[config.mk]
export PLATFORM = sky130hd
export DESIGN_NAME = full_adder_bist
export DESIGN_NICKNAME = d
export VERILOG_FILES = /design/src/rtl/full_adder_bist.sv
export SDC_FILE = /design/constraint.sdc
export NUM_CORES = 1
export LEC_CHECK = 0
export ABC_AREA = 0
export CAP_MARGIN = 25
export CORE_MARGIN = 1.5
export CORE_UTILIZATION = 56
export DETAILED_ROUTE_END_ITERATION = 12
export PLACE_DENSITY = 0.88
export RECOVER_POWER = 100
export SLEW_MARGIN = 20
export SYNTH_ARGS = -nofsm -noshare
export SYNTH_HDL_FRONTEND = slang
export SYNTH_SLANG_ARGS = --single-unit
export TNS_END_PERCENT = 50
[constraint.sdc]
create_clock -name clk -period 5.4 [get_ports clk]
set_clock_uncertainty 0.1 [all_clocks]
set_input_delay 0.81 -clock clk [delete_from_list [all_inputs] [get_ports clk]]
set_output_delay 0.81 -clock clk [all_outputs]
set_load 0.05 [all_outputs]
[src/rtl/full_adder_bist.sv]
// Built-in self test for a 1-bit full adder: walks all eight {a,b,cin} vectors,
// compares the adder's sum/cout with locally computed values, and reports a result.
module full_adder_bist #(
    parameter int SETTLE_CYCLES = 1,
    parameter int ERR_W         = 4
) (
    input  logic             clk,
    input  logic             rst,
    input  logic             start,
    output logic             dut_a,
    output logic             dut_b,
    output logic             dut_cin,
    input  logic             dut_sum,
    input  logic             dut_cout,
    output logic             busy,
    output logic             done,
    output logic             pass,
    output logic [ERR_W-1:0] err_count,
    output logic [2:0]       first_fail_vec,
    output logic             first_fail_valid
);
    typedef enum logic [1:0] {IDLE, SETTLE, CHECK, DONE} state_t;

    localparam logic [3:0]       SETTLE_LD = 4'(SETTLE_CYCLES);
    localparam logic [ERR_W-1:0] ERR_MAX   = '1;
    // With no settle time every vector goes straight to the compare cycle.
    localparam state_t           VEC_START = (SETTLE_CYCLES == 0) ? CHECK : SETTLE;

    state_t           state, state_nxt;
    logic [2:0]       vec;
    logic [3:0]       wait_cnt;
    logic             exp_sum, exp_cout, mismatch, accept;
    logic [ERR_W-1:0] err_nxt;

    assign {dut_a, dut_b, dut_cin} = vec;

    assign exp_sum  = ^vec;
    assign exp_cout = (vec[2] & vec[1]) | (vec[2] & vec[0]) | (vec[1] & vec[0]);
    assign mismatch = (dut_sum != exp_sum) || (dut_cout != exp_cout);
    assign accept   = start && ((state == IDLE) || (state == DONE));
    assign err_nxt  = (mismatch && (err_count != ERR_MAX)) ? err_count + ERR_W'(1) : err_count;

    always_ff @(posedge clk or posedge rst) begin
        if (rst) state <= IDLE;
        else     state <= state_nxt;
    end

    always_comb begin
        state_nxt = state;
        case (state)
            IDLE, DONE: if (start) state_nxt = VEC_START;
            SETTLE:     if (wait_cnt <= 4'd1) state_nxt = CHECK;
            CHECK:      state_nxt = (vec == 3'd7) ? DONE : VEC_START;
            default:    state_nxt = IDLE;
        endcase
    end

    always_ff @(posedge clk or posedge rst) begin
        if (rst) begin
            vec              <= '0;
            wait_cnt         <= '0;
            busy             <= 1'b0;
            done             <= 1'b0;
            pass             <= 1'b0;
            err_count        <= '0;
            first_fail_vec   <= '0;
            first_fail_valid <= 1'b0;
        end else if (accept) begin
            vec              <= '0;
            wait_cnt         <= SETTLE_LD;
            busy             <= 1'b1;
            done             <= 1'b0;
            pass             <= 1'b0;
            err_count        <= '0;
            first_fail_vec   <= '0;
            first_fail_valid <= 1'b0;
        end else begin
            case (state)
                SETTLE: wait_cnt <= wait_cnt - 4'd1;
                CHECK: begin
                    err_count <= err_nxt;
                    if (mismatch && !first_fail_valid) begin
                        first_fail_vec   <= vec;
                        first_fail_valid <= 1'b1;
                    end
                    // pass must include the verdict of the last vector itself
                    if (vec == 3'd7) begin
                        busy <= 1'b0;
                        done <= 1'b1;
                        pass <= (err_nxt == '0);
                    end else begin
                        vec      <= vec + 3'd1;
                        wait_cnt <= SETTLE_LD;
                    end
                end
                default: ;
            endcase
        end
    end
endmodule
**The metal 2 layer**

The bar under the picture is 10 um long.
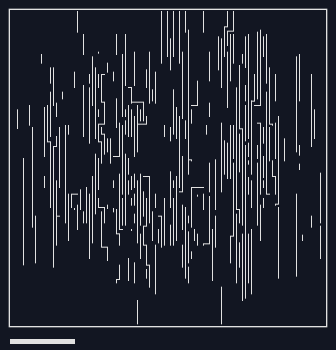
wire length on this layer: 1,240 um
share of all routed wire: 52%
routed vias: 951
met2 Use GR: 40.0%
drt total wl: 2360 um

==> flow_metrics.env <==
# physical design summary
export IMPL_xor_share_pct=5.30
export IMPL_drive_above_1_share_pct=4.35
export IMPL_buffers_excl_clock=18
export IMPL_timing_critical_path_buf_inv=1
export IMPL_crit_required_ps=4490
export IMPL_syn_cell_area_um2=1160
export IMPL_holdPathEnd="busy$_DFFE_PP0P_"
export IMPL_avgViaCountPerCell=5.76
export IMPL_cts_resized_gates=0
export IMPL_final_cell_mix="nor2_1 (21), dfrtp_1 (20), dlygate4sd3_1 (16)"
export IMPL_num_io_pins=19
export IMPL_ys_cells=121
export IMPL_drc=0
export IMPL_io_buffers=18
export IMPL_num_nets_final=153
export IMPL_synth_area_per_cell_um2=9.56
export IMPL_status="completed"
export IMPL_synthAdderAreaFrac_pct=10.4
export IMPL_slew_violations=0
export IMPL_yosys_stat_area_um2=1160
export IMPL_logic_area_um2=571
export IMPL_hold_depth=2
export IMPL_ys_top_logic_family="simple AND/OR/NAND/NOR gates"
export IMPL_fp_nets=135
export IMPL_wire_per_inst_um=14.3
export IMPL_power_frac_comb_pct=52.4
export IMPL_setup_tns_final_ps=0
export IMPL_biggestCellCategory="logic gates"
export IMPL_warning_count=29
export IMPL_final_clk_cell_share_pct=2.66
export IMPL_synth_seq_share_pct=43.2
export IMPL_cp_slowest_cell="dlygate4sd3_1"
export IMPL_clk_insertion_delay_late_ps=320
export IMPL_syn2layout_area_growth_pct=17.7
export IMPL_hold_viol=0
export IMPL_cts_tree="done"
export IMPL_comb_share_pct=41.9
export IMPL_reg_largest_list="err_count x4, wait_cnt x4"
export IMPL_tap_cells=27
export IMPL_rows=16
export IMPL_comb_cell_power_uw=352
export IMPL_hp_start="busy$_DFFE_PP0P_"
export IMPL_dr_wl_met2_um=1240
export IMPL_crit_path_start="err_count[0]$_DFFE_PP0P_"
export IMPL_hp_class="reg2reg"
export IMPL_critPathTopFamily="buffers and inverters"
export IMPL_postCtsSetupRepairBufs=0
export IMPL_slew_headroom_pct=46.8
export IMPL_reg2reg_depth=7
export IMPL_highest_layer="met4"
export IMPL_ys_flop_type="dfrtp_1"
export IMPL_min_period_ps=2620
export IMPL_start_kind="flop"
export IMPL_whs_ps=397
export IMPL_ff_latch_area_um2=500
export IMPL_ir_worst_vdd_uv=338
export IMPL_mostFrequentLayoutCell="nor2_1"
export IMPL_endpoint="err_count[0]"
export IMPL_route_met3_wl_um=96
export IMPL_netSwitchingFraction_pct=46.6
export IMPL_cts_root_buf="clkbuf_4"
export IMPL_maxPowerGroup="combinational logic"
export IMPL_mux_area_share_pct=4.43
export IMPL_yosys_top_cells_count="nor2_1 (21), dfrtp_1 (20), inv_1 (11)"
export IMPL_grt_use_met3_pct=5.56
export IMPL_yosys_area_share_aoi_pct=13.6
export IMPL_setup_violations_final=0
export IMPL_dp_slack_ps=2780
export IMPL_buffer_area_share_pct=13.2
export IMPL_die_x_um=48.5
export IMPL_fp_util_pct=59.0
export IMPL_cp_max_fo=7
**Cells colored by class**

The bar under the picture is 10 um long. Fill, decap, tap and diode cells in gray.
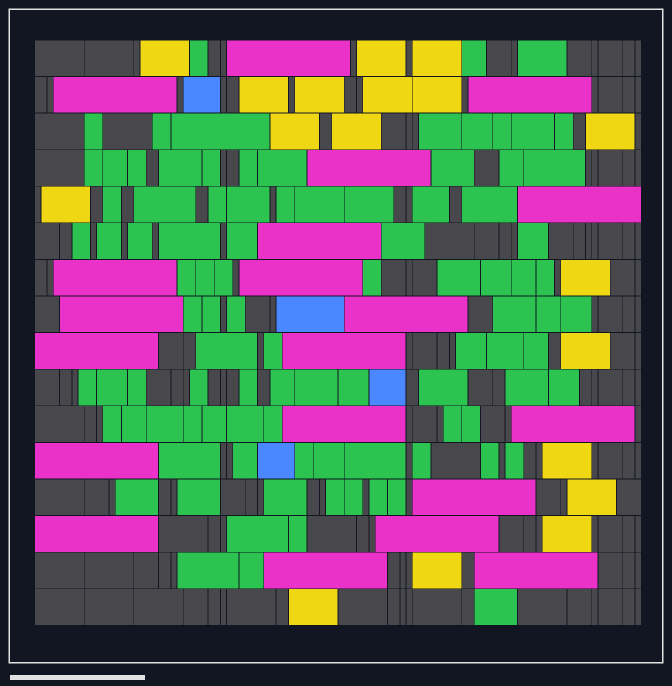
| class | color | cells | share of their area |
|---|---|---|---|
| remaining buffers and delay cells | yellow | 18 | 14% |
| sequential cells | magenta | 20 | 38% |
| combinational and other logic | green | 96 | 46% |
| clock drivers and dummy loads | blue | 4 | 2.7% |
core footprint: 1960 um^2
Seq area share: 36.7%
finished layout cell area: 1360 um^2
final core occ: 69.5%

